===== src/rtl/rooth_timer_if.sv =====
// ----------------------------------------------------------------------------
// rooth_timer_if
//   Peripheral bus bundle for the rooth_timer register block.
//   One strobe per access. A read returns its data on the cycle after the
//   strobe. The interrupt vector travels with the bus so that one bundle
//   carries everything a core needs from the timer.
//
//   Signals
//     req      : access strobe, one cycle per access
//     we       : 1 = write, 0 = read (qualified by req)
//     addr     : byte address, bits [1:0] ignored
//     wdata    : write data
//     rdata    : read data, valid the cycle after a read strobe
//     int_flag : interrupt vector to the core-local interrupt controller
//
//   Modports
//     master : the bus initiator (CPU side)
//     slave  : the timer
// ----------------------------------------------------------------------------
interface rooth_timer_if #(
    parameter int ADDR_W    = 4,
    parameter int CPU_WIDTH = 32,
    parameter int INT_W     = 8
);
    logic                 req;
    logic                 we;
    logic [ADDR_W-1:0]    addr;
    logic [CPU_WIDTH-1:0] wdata;
    logic [CPU_WIDTH-1:0] rdata;
    logic [INT_W-1:0]     int_flag;

    modport master (
        output req,
        output we,
        output addr,
        output wdata,
        input  rdata,
        input  int_flag
    );

    modport slave (
        input  req,
        input  we,
        input  addr,
        input  wdata,
        output rdata,
        output int_flag
    );
endinterface


===== src/rtl/rooth_timer.sv =====
// ----------------------------------------------------------------------------
// rooth_timer
//   Memory-mapped machine timer with a prescaler, a compare match, an
//   auto-reload or one-shot mode, and a level interrupt that is cleared by
//   writing 1 to CTRL.PEND.
//
//   Register map (word registers)
//     0x0 CTRL  : [0] EN, [1] IE, [2] PEND (write 1 to clear), [3] AR
//     0x4 COUNT : current count
//     0x8 CMP   : compare value, 0 disables matching
//     0xC PSC   : prescaler divide-1, the count advances every PSC+1 clocks
//
//   Ports
//     clk : system clock
//     rst : synchronous reset, active-high
//     bus : rooth_timer_if.slave (req, we, addr, wdata, rdata, int_flag)
//
//   Parameters
//     ADDR_W    : bus byte-address width
//     INT_BIT   : bit of int_flag that this timer drives (0..INT_W-1)
//     CPU_WIDTH : data width
//     INT_W     : interrupt vector width
// ----------------------------------------------------------------------------
module rooth_timer #(
    parameter int ADDR_W    = 4,
    parameter int INT_BIT   = 0,
    parameter int CPU_WIDTH = 32,
    parameter int INT_W     = 8
) (
    input  logic          clk,
    input  logic          rst,
    rooth_timer_if.slave  bus
);

    typedef enum logic [1:0] {
        REG_CTRL  = 2'd0,
        REG_COUNT = 2'd1,
        REG_CMP   = 2'd2,
        REG_PSC   = 2'd3
    } reg_sel_e;

    // ------------------------------------------------------------------------
    // State
    // ------------------------------------------------------------------------
    logic                 en;
    logic                 ie;
    logic                 pend;
    logic                 ar;
    logic [CPU_WIDTH-1:0] count;
    logic [CPU_WIDTH-1:0] cmp;
    logic [CPU_WIDTH-1:0] psc;
    logic [CPU_WIDTH-1:0] psc_cnt;
    logic [CPU_WIDTH-1:0] rdata;
    logic [INT_W-1:0]     int_flag;

    logic                 en_nxt;
    logic                 ie_nxt;
    logic                 pend_nxt;
    logic                 ar_nxt;
    logic [CPU_WIDTH-1:0] count_nxt;
    logic [CPU_WIDTH-1:0] cmp_nxt;
    logic [CPU_WIDTH-1:0] psc_nxt;
    logic [CPU_WIDTH-1:0] psc_cnt_nxt;
    logic [CPU_WIDTH-1:0] rdata_nxt;
    logic [INT_W-1:0]     int_flag_nxt;

    assign bus.rdata    = rdata;
    assign bus.int_flag = int_flag;

    // ------------------------------------------------------------------------
    // Address decode. Any word index above 3 is unmapped. Those addresses
    // read as 0 and drop writes.
    // ------------------------------------------------------------------------
    logic [ADDR_W-1:0] word_addr;
    logic              mapped;
    reg_sel_e          sel;

    assign word_addr = bus.addr >> 2;
    assign mapped    = (word_addr < ADDR_W'(4));
    assign sel       = reg_sel_e'(word_addr[1:0]);

    logic wr;
    logic rd;
    logic ctrl_wr;
    logic count_wr;
    logic cmp_wr;
    logic psc_wr;

    assign wr       = bus.req & bus.we & mapped;
    assign rd       = bus.req & ~bus.we;
    assign ctrl_wr  = wr && (sel == REG_CTRL);
    assign count_wr = wr && (sel == REG_COUNT);
    assign cmp_wr   = wr && (sel == REG_CMP);
    assign psc_wr   = wr && (sel == REG_PSC);

    // ------------------------------------------------------------------------
    // Tick and match.
    // A software COUNT write pre-empts the tick in the same cycle, so no
    // match is evaluated then. CMP == 0 disables matching entirely.
    // ------------------------------------------------------------------------
    logic                 tick;
    logic                 match;
    logic [CPU_WIDTH-1:0] count_inc;

    assign tick      = en && (psc_cnt == psc);
    assign count_inc = count + CPU_WIDTH'(1);
    assign match     = tick && !count_wr && (cmp != '0) && (count_inc == cmp);

    // ------------------------------------------------------------------------
    // Next-state logic
    // ------------------------------------------------------------------------
    always_comb begin
        // NOTE: every output of this block is defaulted first so that no
        // path leaves a variable unassigned, which would infer a latch.
        en_nxt       = en;
        ie_nxt       = ie;
        pend_nxt     = pend;
        ar_nxt       = ar;
        count_nxt    = count;
        cmp_nxt      = cmp;
        psc_nxt      = psc;
        psc_cnt_nxt  = psc_cnt;
        rdata_nxt    = rdata;
        int_flag_nxt = '0;

        // Prescaler: restart on COUNT/PSC writes so a fresh period begins.
        if (count_wr || psc_wr) begin
            psc_cnt_nxt = '0;
        end else if (en) begin
            psc_cnt_nxt = tick ? '0 : psc_cnt + CPU_WIDTH'(1);
        end

        // Counter
        if (count_wr) begin
            count_nxt = bus.wdata;
        end else if (match) begin
            count_nxt = ar ? '0 : cmp;
        end else if (tick) begin
            count_nxt = count_inc;
        end

        if (cmp_wr) cmp_nxt = bus.wdata;
        if (psc_wr) psc_nxt = bus.wdata;

        // Software CTRL write is applied first. A hardware match then
        // overrides it, so the set of PEND and the one-shot stop both win.
        if (ctrl_wr) begin
            en_nxt = bus.wdata[0];
            ie_nxt = bus.wdata[1];
            ar_nxt = bus.wdata[3];
            if (bus.wdata[2]) pend_nxt = 1'b0;
        end
        if (match) begin
            pend_nxt = 1'b1;
            if (!ar) en_nxt = 1'b0;
        end

        // Read data captures the pre-edge register contents.
        if (rd) begin
            if (!mapped) begin
                rdata_nxt = '0;
            end else begin
                case (sel)
                    REG_CTRL:  rdata_nxt = CPU_WIDTH'({ar, pend, ie, en});
                    REG_COUNT: rdata_nxt = count;
                    REG_CMP:   rdata_nxt = cmp;
                    REG_PSC:   rdata_nxt = psc;
                    default:   rdata_nxt = '0;
                endcase
            end
        end

        // Interrupt follows the registered PEND/IE, one cycle behind.
        int_flag_nxt[INT_BIT] = pend & ie;
    end

    // ------------------------------------------------------------------------
    // State register
    // ------------------------------------------------------------------------
    always_ff @(posedge clk) begin
        // NOTE: non-blocking assignments keep every register updating from
        // the same pre-edge values regardless of statement order.
        if (rst) begin
            en       <= 1'b0;
            ie       <= 1'b0;
            pend     <= 1'b0;
            ar       <= 1'b0;
            count    <= '0;
            cmp      <= '0;
            psc      <= '0;
            psc_cnt  <= '0;
            rdata    <= '0;
            int_flag <= '0;
        end else begin
            en       <= en_nxt;
            ie       <= ie_nxt;
            pend     <= pend_nxt;
            ar       <= ar_nxt;
            count    <= count_nxt;
            cmp      <= cmp_nxt;
            psc      <= psc_nxt;
            psc_cnt  <= psc_cnt_nxt;
            rdata    <= rdata_nxt;
            int_flag <= int_flag_nxt;
        end
    end

endmodule


===== src/flat_wrapper.sv =====
// flat-port wrapper written by rule: the top's interface ports become plain ports
module rooth_timer_flat 
#(
    parameter int ADDR_W    = 4,
    parameter int INT_BIT   = 0,
    parameter int CPU_WIDTH = 32,
    parameter int INT_W     = 8
)
  (clk, rst, bus_req, bus_we, bus_addr, bus_wdata, bus_rdata, bus_int_flag);
  rooth_timer_if #(.ADDR_W(ADDR_W), .CPU_WIDTH(CPU_WIDTH), .INT_W(INT_W)) bus_i ();
  input  logic clk;
  input  logic rst;
  input wire logic [$bits(bus_i.req)-1:0] bus_req;
  input wire logic [$bits(bus_i.we)-1:0] bus_we;
  input wire logic [$bits(bus_i.addr)-1:0] bus_addr;
  input wire logic [$bits(bus_i.wdata)-1:0] bus_wdata;
  output wire logic [$bits(bus_i.rdata)-1:0] bus_rdata;
  output wire logic [$bits(bus_i.int_flag)-1:0] bus_int_flag;
  assign bus_i.req = bus_req;
  assign bus_i.we = bus_we;
  assign bus_i.addr = bus_addr;
  assign bus_i.wdata = bus_wdata;
  assign bus_rdata = bus_i.rdata;
  assign bus_int_flag = bus_i.int_flag;
  rooth_timer #(.ADDR_W(ADDR_W), .INT_BIT(INT_BIT), .CPU_WIDTH(CPU_WIDTH), .INT_W(INT_W)) u_core (.clk(clk), .rst(rst), .bus(bus_i));
endmodule

===== config.mk =====
export PLATFORM = sky130hd
export DESIGN_NAME = rooth_timer_flat
export DESIGN_NICKNAME = d
export VERILOG_FILES = /design/src/rtl/rooth_timer_if.sv /design/src/rtl/rooth_timer.sv /design/src/flat_wrapper.sv
export SDC_FILE = /design/constraint.sdc
export NUM_CORES = 1
export LEC_CHECK = 0
export CAP_MARGIN = 15
export CELL_PAD_IN_SITES_DETAIL_PLACEMENT = 0
export CELL_PAD_IN_SITES_GLOBAL_PLACEMENT = 1
export CORE_ASPECT_RATIO = 2
export CORE_MARGIN = 4
export CORE_UTILIZATION = 35
export DETAILED_ROUTE_END_ITERATION = 8
export PLACE_DENSITY = 0.75
export SKIP_CTS_REPAIR_TIMING = 1
export SLEW_MARGIN = 20
export SYNTH_ARGS = -nofsm -noshare
export SYNTH_HDL_FRONTEND = slang
export SYNTH_SLANG_ARGS = --single-unit

===== constraint.sdc =====
create_clock -name clk -period 2.99 [get_ports clk]
set_input_delay 0.598 -clock clk [delete_from_list [all_inputs] [get_ports clk]]
set_output_delay 0.598 -clock clk [all_outputs]
set_load 0.02 [all_outputs]

==> results.txt <==
The synthesis and PnR run went through. Global-route wire length before repair landed at 51540 um. For this block, the routed nets add up to 34670 um of wire. 80 I/O pins were placed. After synthesis, the most frequently instantiated cells are nand2_1, dfxtp_1, a21oi_1, nor2_1, clkbuf_1. Multi-input gate area in the final layout landed at 0.005877 sq mm. Global routing consumed, over all layers together, 22.37% of the routing resources.

In the post-route analysis, the smallest setup slack over all paths is -0.009974 ns. Proportion of synthesized flip-flops having asynchronous set or reset landed at 0%. The checks that failed: negative setup slack. Note that the worst hold path type here is primary input to register. Cell total in the yosys stat output landed at 1158.

In the hold report, the worst path ends at u_core.bus.rdata[27]. In the layout the commonest cells are nand2_1, dfxtp_1, buf_4. Sorting the synthesis cell report by count puts at the top nand2_1. The run finished, with violations left. The slowest stage of the critical path belongs to the cell a2111o_1. Per the CTS log, the buffer count on the longest clock path is 2. The worst setup path is launched from a register. Reported max-cap violation count landed at 0. Peak supply drop landed at 382.2 uV. For this design the static power due to leakage is 4.859 nW. Number of detailed-route iterations in the first pass landed at 5. The logs give a warning total of 29. From bottom edge to top edge, the die measures 240.5 um. The count of cells in the finished layout, fillers not included, comes to 1635. Final hold slack landed at 0.4395 ns. Number of DRC violations after detailed routing landed at 0. Number of nets with antenna violations after detailed routing landed at 0. Setup repair after global routing could not meet its margin everywhere. In the power breakdown, the internal column shows 3.823 mW.

Endpoints with negative setup slack in the final report add up to 3. Of the available clock period, the critical path in the final layout requires 100.3%.
[per-layer routing]
| layer | wire (um) | share of wire, % |
|---|---|---|
| met1 | 12380 | 36 |
| met2 | 19060 | 55 |
| met3 | 1187 | 3.4 |
| met4 | 2045 | 5.9 |
| met5 | 0 | 0 |
[cell families after synthesis]
logic type / synth area share (%)
simple gates: 24.36
buf+inv: 5.024
compound gates: 15.18
xor+xnor: 11.53
flops: 34.91
fa+ha+maj: 0.2644
mux: 8.700
other cells: 0.03963
[state kept, by name (all words and copies together), names as in the netlist, 32 cells and up]
name and count:
u_core.bus.rdata 32, u_core.psc_cnt 32, u_core.psc 32, u_core.count 32, u_core.cmp 32
Fig. 1: routed clock nets over the placement
(2 px per um)
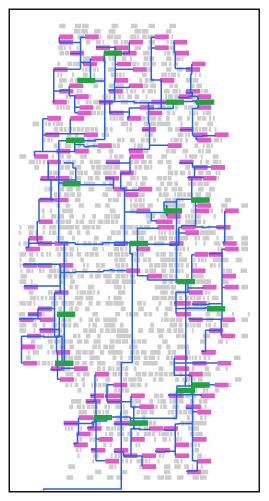
[cells driving clock nets] green | count: 17
[flip-flops] magenta | count: 165
[clock wires] blue | length: 2450 um
routed clock nets: 18
flops lie: widely spread
clock group share of total power: 44.0%
Worst-Skew Late Latency: 0.46 ns
power consumed by the clock network: 2.27 mW

Fig. 2: metal 3
(2 px per um)
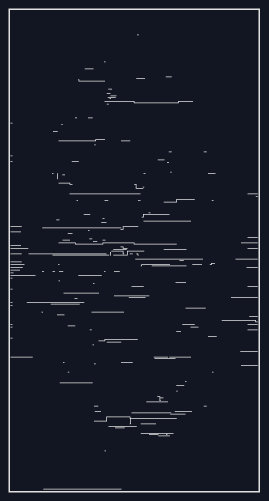
nets with wire on the layer: 107
share of all routed wire: 3.4%
longest straight run: 39.1 um
main direction: horizontal
wire length on this layer: 1190 um

Fig. 3: clock wiring as the flow saved it
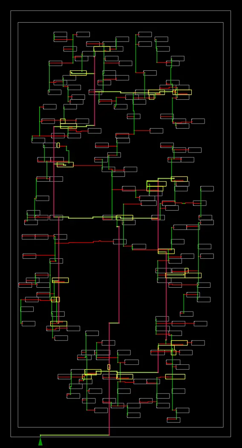
Inserted Clock Buffers: 17
Fin Clk Skew: 0.01251 ns
sequential cell count: 165
number of clock buffers in the layout: 21
total number of clock tree sinks: 165

Power and IR drop assume default switching activity.
